Figure 1. Power grid.
The bar under the picture is 50 um long. Pins as bars on the die edge.
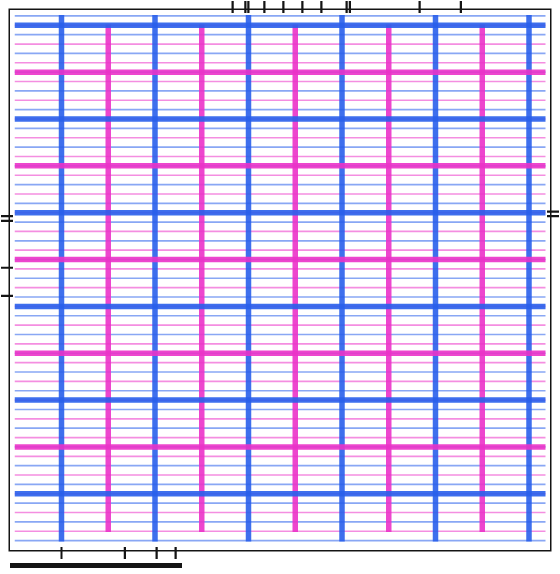
Figure 2. Routed metal, one colour a layer.
Only two layers are drawn.
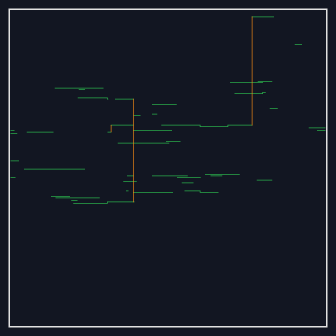
<file path="src/rtl/core_uart_tx_pkg.sv">
// Shared definitions for the UART transmitter: FSM state encoding,
// default clock/baud constants and the bit-period helper.
package core_uart_tx_pkg;

    typedef enum logic [1:0] {
        ST_IDLE  = 2'd0,
        ST_START = 2'd1,
        ST_DATA  = 2'd2,
        ST_STOP  = 2'd3
    } tx_state_t;

    // Chip-level CPU/core clock frequency.
    localparam int unsigned CPU_CLK_FREQ_HZ   = 50_000_000;
    localparam int unsigned DEFAULT_BAUD_RATE = 115_200;

    // Clock cycles per serial bit (integer division, remainder dropped).
    function automatic int unsigned bit_cycles(input int unsigned clk_hz,
                                               input int unsigned baud);
        return clk_hz / baud;
    endfunction

endpackage

</file>
<file path="src/rtl/core_uart_tx_if.sv">
// Bus-side write/status bundle of the UART transmitter.
interface core_uart_tx_if #(
    parameter int unsigned FIFO_DEPTH = 16
) ();

    localparam int unsigned LEVEL_W = $clog2(FIFO_DEPTH) + 1;

    logic               wr_en_i;
    logic [7:0]         wr_data_i;
    logic               full_o;
    logic               empty_o;
    logic [LEVEL_W-1:0] level_o;
    logic               busy_o;
    logic               overflow_o;

    // Register-logic side: issues writes, observes status.
    modport master (
        output wr_en_i, wr_data_i,
        input  full_o, empty_o, level_o, busy_o, overflow_o
    );

    // Transmitter side: accepts writes, reports status.
    modport slave (
        input  wr_en_i, wr_data_i,
        output full_o, empty_o, level_o, busy_o, overflow_o
    );

endinterface

</file>
<file path="src/rtl/core_uart_tx_fifo.sv">
// Synchronous first-word-fall-through byte FIFO with overflow pulse.
module core_uart_tx_fifo
    import core_uart_tx_pkg::*;
#(
    parameter int unsigned DEPTH = 16
) (
    input  logic                     clk_i,
    input  logic                     rst_i,
    input  logic                     wr_en,
    input  logic [7:0]               wr_data,
    input  logic                     rd_en,
    output logic [7:0]               rd_data,
    output logic                     full,
    output logic                     empty,
    output logic [$clog2(DEPTH):0]   level,
    output logic                     overflow
);

    localparam int unsigned AW = $clog2(DEPTH);

    logic [7:0]    mem_q [DEPTH];
    logic [AW-1:0] wr_ptr_q;
    logic [AW-1:0] rd_ptr_q;
    logic [AW:0]   count_q;
    logic          overflow_q;
    logic          push;
    logic          pop;

    assign full     = (count_q == (AW+1)'(DEPTH));
    assign empty    = (count_q == '0);
    assign level    = count_q;
    assign overflow = overflow_q;
    assign rd_data  = mem_q[rd_ptr_q];

    // A full FIFO rejects the write even when a pop frees a slot this cycle.
    assign push = wr_en && !full;
    assign pop  = rd_en && !empty;

    // Storage array, written on every accepted push.
    always_ff @(posedge clk_i) begin
        if (push) begin
            mem_q[wr_ptr_q] <= wr_data;
        end
    end

    // Pointers (wrap naturally at power-of-two depth), occupancy and overflow pulse.
    always_ff @(posedge clk_i) begin
        if (rst_i) begin
            wr_ptr_q   <= '0;
            rd_ptr_q   <= '0;
            count_q    <= '0;
            overflow_q <= 1'b0;
        end else begin
            overflow_q <= wr_en && full;
            if (push) begin
                wr_ptr_q <= wr_ptr_q + 1'b1;
            end
            if (pop) begin
                rd_ptr_q <= rd_ptr_q + 1'b1;
            end
            case ({push, pop})
                2'b10:   count_q <= count_q + 1'b1;
                2'b01:   count_q <= count_q - 1'b1;
                default: count_q <= count_q;
            endcase
        end
    end

endmodule

</file>
<file path="src/rtl/core_uart_tx.sv">
// 8N1 UART transmitter: byte FIFO feeding a baud-timed framing FSM.
module core_uart_tx
    import core_uart_tx_pkg::*;
#(
    parameter int unsigned CLK_FREQ_HZ = CPU_CLK_FREQ_HZ,
    parameter int unsigned BAUD_RATE   = DEFAULT_BAUD_RATE,
    parameter int unsigned FIFO_DEPTH  = 16
) (
    input  logic          clk_i,
    input  logic          rst_i,
    core_uart_tx_if.slave bus,
    output logic          txd_o
);

    localparam int unsigned BIT_CYCLES = bit_cycles(CLK_FREQ_HZ, BAUD_RATE);
    localparam int unsigned CNT_W      = (BIT_CYCLES > 1) ? $clog2(BIT_CYCLES) : 1;

    tx_state_t  state_q;
    logic [CNT_W-1:0] baud_q;
    logic [2:0] bit_idx_q;
    logic [7:0] shift_q;
    logic       txd_q;
    logic       busy_q;

    logic       fifo_empty;
    logic [7:0] fifo_head;
    logic       bit_done;
    logic       pop_req;

    core_uart_tx_fifo #(
        .DEPTH (FIFO_DEPTH)
    ) u_fifo (
        .clk_i    (clk_i),
        .rst_i    (rst_i),
        .wr_en    (bus.wr_en_i),
        .wr_data  (bus.wr_data_i),
        .rd_en    (pop_req),
        .rd_data  (fifo_head),
        .full     (bus.full_o),
        .empty    (fifo_empty),
        .level    (bus.level_o),
        .overflow (bus.overflow_o)
    );

    assign bus.empty_o = fifo_empty;
    assign bus.busy_o  = busy_q;
    assign txd_o       = txd_q;

    assign bit_done = (baud_q == CNT_W'(BIT_CYCLES - 1));

    // Pop from IDLE, or at the end of STOP so frames run back-to-back.
    assign pop_req = !fifo_empty &&
                     ((state_q == ST_IDLE) || ((state_q == ST_STOP) && bit_done));

    // Framing FSM with baud/bit counters; line and busy are registered from
    // the current state, so both lag the state by one cycle and stay aligned.
    always_ff @(posedge clk_i) begin
        if (rst_i) begin
            state_q   <= ST_IDLE;
            baud_q    <= '0;
            bit_idx_q <= '0;
            shift_q   <= '0;
            txd_q     <= 1'b1;
            busy_q    <= 1'b0;
        end else begin
            busy_q <= (state_q != ST_IDLE) || !fifo_empty;
            case (state_q)
                ST_START: txd_q <= 1'b0;
                ST_DATA:  txd_q <= shift_q[0];
                default:  txd_q <= 1'b1;
            endcase

            case (state_q)
                ST_IDLE: begin
                    baud_q <= '0;
                    if (pop_req) begin
                        shift_q <= fifo_head;
                        state_q <= ST_START;
                    end
                end
                ST_START: begin
                    if (bit_done) begin
                        baud_q    <= '0;
                        bit_idx_q <= '0;
                        state_q   <= ST_DATA;
                    end else begin
                        baud_q <= baud_q + 1'b1;
                    end
                end
                ST_DATA: begin
                    if (bit_done) begin
                        baud_q    <= '0;
                        shift_q   <= {1'b0, shift_q[7:1]};
                        bit_idx_q <= bit_idx_q + 1'b1;
                        if (bit_idx_q == 3'd7) begin
                            state_q <= ST_STOP;
                        end
                    end else begin
                        baud_q <= baud_q + 1'b1;
                    end
                end
                ST_STOP: begin
                    if (bit_done) begin
                        baud_q <= '0;
                        if (pop_req) begin
                            shift_q <= fifo_head;
                            state_q <= ST_START;
                        end else begin
                            state_q <= ST_IDLE;
                        end
                    end else begin
                        baud_q <= baud_q + 1'b1;
                    end
                end
                default: state_q <= ST_IDLE;
            endcase
        end
    end

endmodule

</file>
<file path="src/flat_wrapper.sv">
// flat-port wrapper written by rule: the top's interface ports become plain ports
module core_uart_tx_flat import core_uart_tx_pkg::*;
#(
    parameter int unsigned CLK_FREQ_HZ = CPU_CLK_FREQ_HZ,
    parameter int unsigned BAUD_RATE   = DEFAULT_BAUD_RATE,
    parameter int unsigned FIFO_DEPTH  = 16
)
  (clk_i, rst_i, txd_o, bus_wr_en_i, bus_wr_data_i, bus_full_o, bus_empty_o, bus_level_o, bus_busy_o, bus_overflow_o);
  core_uart_tx_if #(.FIFO_DEPTH(FIFO_DEPTH)) bus_i ();
  input  logic clk_i;
  input  logic rst_i;
  output logic txd_o;
  input wire logic [$bits(bus_i.wr_en_i)-1:0] bus_wr_en_i;
  input wire logic [$bits(bus_i.wr_data_i)-1:0] bus_wr_data_i;
  output wire logic [$bits(bus_i.full_o)-1:0] bus_full_o;
  output wire logic [$bits(bus_i.empty_o)-1:0] bus_empty_o;
  output wire logic [$bits(bus_i.level_o)-1:0] bus_level_o;
  output wire logic [$bits(bus_i.busy_o)-1:0] bus_busy_o;
  output wire logic [$bits(bus_i.overflow_o)-1:0] bus_overflow_o;
  assign bus_i.wr_en_i = bus_wr_en_i;
  assign bus_i.wr_data_i = bus_wr_data_i;
  assign bus_full_o = bus_i.full_o;
  assign bus_empty_o = bus_i.empty_o;
  assign bus_level_o = bus_i.level_o;
  assign bus_busy_o = bus_i.busy_o;
  assign bus_overflow_o = bus_i.overflow_o;
  core_uart_tx #(.CLK_FREQ_HZ(CLK_FREQ_HZ), .BAUD_RATE(BAUD_RATE), .FIFO_DEPTH(FIFO_DEPTH)) u_core (.clk_i(clk_i), .rst_i(rst_i), .bus(bus_i), .txd_o(txd_o));
endmodule
</file>
<file path="config.mk">
export PLATFORM = sky130hd
export DESIGN_NAME = core_uart_tx_flat
export DESIGN_NICKNAME = d
export VERILOG_FILES = /design/src/rtl/core_uart_tx_pkg.sv /design/src/rtl/core_uart_tx_if.sv /design/src/rtl/core_uart_tx_fifo.sv /design/src/rtl/core_uart_tx.sv /design/src/flat_wrapper.sv
export SDC_FILE = /design/constraint.sdc
export NUM_CORES = 1
export LEC_CHECK = 0
export ABC_AREA = 0
export CORE_MARGIN = 1
export CORE_UTILIZATION = 30
export CTS_BUF_LIST = sky130_fd_sc_hd__clkbuf_16
export DETAILED_ROUTE_END_ITERATION = 8
export PLACE_DENSITY = 0.5
export SLEW_MARGIN = 20
export SYNTH_ARGS = -nofsm -noshare
export SYNTH_HDL_FRONTEND = slang
export SYNTH_HIERARCHICAL = 1
export SYNTH_SLANG_ARGS = --single-unit
export TNS_END_PERCENT = 30
</file>
<file path="constraint.sdc">
create_clock -name clk_i -period 7.1 [get_ports clk_i]
set_clock_uncertainty 0.05 [all_clocks]
set_input_delay 2.13 -clock clk_i [delete_from_list [all_inputs] [get_ports clk_i]]
set_output_delay 2.13 -clock clk_i [all_outputs]
set_load 0.005 [all_outputs]
</file>
==> out/results.tsv <==
metric	value	unit
status	finished clean	
CTS Hold Buffers Added	0	
Finished Layout Cells	818	
post-synth net total	496	
first-pass GRT wire length	22300	um
post-synth top area share	0.535	
Layout clock area frac	0.0750	
routed length per placed instance	17.6	um
max-cap viol count	0	
Comb power	0.828	mW
Power Sequential	1.20	mW
Lkg Pwr	2.70	nW
Clock Path Buffers	2	
tally of yosys warning messages	6	
latest clock arrival within the worst-skew pair	0.43	ns
internal power	2.01	mW
Register-to-Register Path Depth	13	
layout clock buffer count	17	
GR Overflow Total	0	
area reported by Yosys stat	0.00719	mm2
Largest Register	u_core/u_fifo/mem_q	
Synth top cell by count	edfxtp_1	
met3 Use GR	0.0274	
Req. time, crit path	7.37	ns
Post-Route Setup TNS	0	ns
Plain + repair buffers	25	
RR Startpoint	u_core/baud_q[6]$_SDFF_PP0_	
Routed Wire Length	14400	um
Post-CTS Setup Bufs	0	
via density per instance	4.79	
top cells, area	edfxtp_1 (53%), dfxtp_1 (12%), mux4_2 (10%)	
total vias in the final route	3916	
hold path endpoint	u_core/baud_q[0]$_SDFF_PP0_	
Combinational Power Share	0.279	
CTS root buffer	clkbuf_16	
TritonCTS clock tree	done	
Simple Share, Synth	0.0947	
post-layout util	0.355	
Hold WS	0.417	ns
Gate Area	0.00232	mm2
GR Util met2	0.208	
RePlAce Congestion	0.768	
peak supply drop	0.000158	V
area delta synth->final	15.8	%
Leading cell kind	sequential cells	
Worst R2R Setup Slack	3.06	ns
reg2reg end	u_core/u_fifo/level[4]$_SDFFE_PP0P_	
Post-synth top cells	edfxtp_1 (128), nor2_1 (46), dfxtp_1 (42)	
biggest regs	u_core/u_fifo/mem_q x128, u_core/baud_q x9, u_core/shift_q x8	
CTS clk-pin slew, worst paths	0.07	ns
Synth Instances	467	
pre-CTS worst setup slack	1.92	ns
core box area	0.0235	mm2
area fraction in mux cells	0.119	
Inverters	14	
cell type with the largest total area	edfxtp_1	
FP Core Util	0.306	
clk sinks	170	
die height	157	um
post-synthesis area per instance	15.4	um2
cell area power density	357	mW/mm2
unique cell type count in the Yosys netlist	58	
tool warnings	35	
layout cells sized above 1	0.188	
crit-path cells	clkdlybuf4s50_1 -> inv_1 -> a21oi_1 -> inv_1 -> ha_1 -> xor2_1 -> ha_1 -> inv_1 -> o221ai_1 -> a221oi_1 -> mux2_2	
P_clk	0.942	mW
Synth Register Bits	170	
Levels on crit path	11	
H-tree depth	4	
period utilisation layout	0.667	
register area	0.00469	mm2
tap cells	319	
vias in the first global route	3932	
post_cts resized	0	
Notes on Figure 1 above:
Blue stands for VSS. Magenta stands for VDD.
The core has 56 rows. 11 straps on met4. 21 signal pins sit on the boundary.

Notes on Figure 2 above:
Green stands for M3, wire length 476 um. Orange stands for M4, wire length 108 um.

## routing by layer
| layer | vias up | part of all wire | wire (um) |
|---|---|---|---|
| met1 | 2003 | 0.46 | 6550 |
| met2 | 73 | 0.50 | 7250 |
| met3 | 10 | 0.033 | 476 |
| met5 | - | 0 | 0 |
| met4 | 0 | 0.0075 | 108 |
| li1 | 1830 | - | - |
## cells in the final DEF, fill, tap and decap left out, types with 7 or more instances in the layout
master	Yosys	layout
xor2_1	8	8
edfxtp_1	128	128
nand2_1	18	18
nor3b_2	7	7
clkdlybuf4s50_1	0	20
clkbuf_16	0	17
mux4_2	32	32
dfxtp_1	42	41
nor3_1	15	12
inv_1	14	14
a22oi_1	16	16
xnor2_1	7	7
mux2i_1	12	12
ha_1	18	18
a21oi_1	8	8
nor2_1	46	46
o21ai_0	13	13
Power and IR drop assume default switching activity.
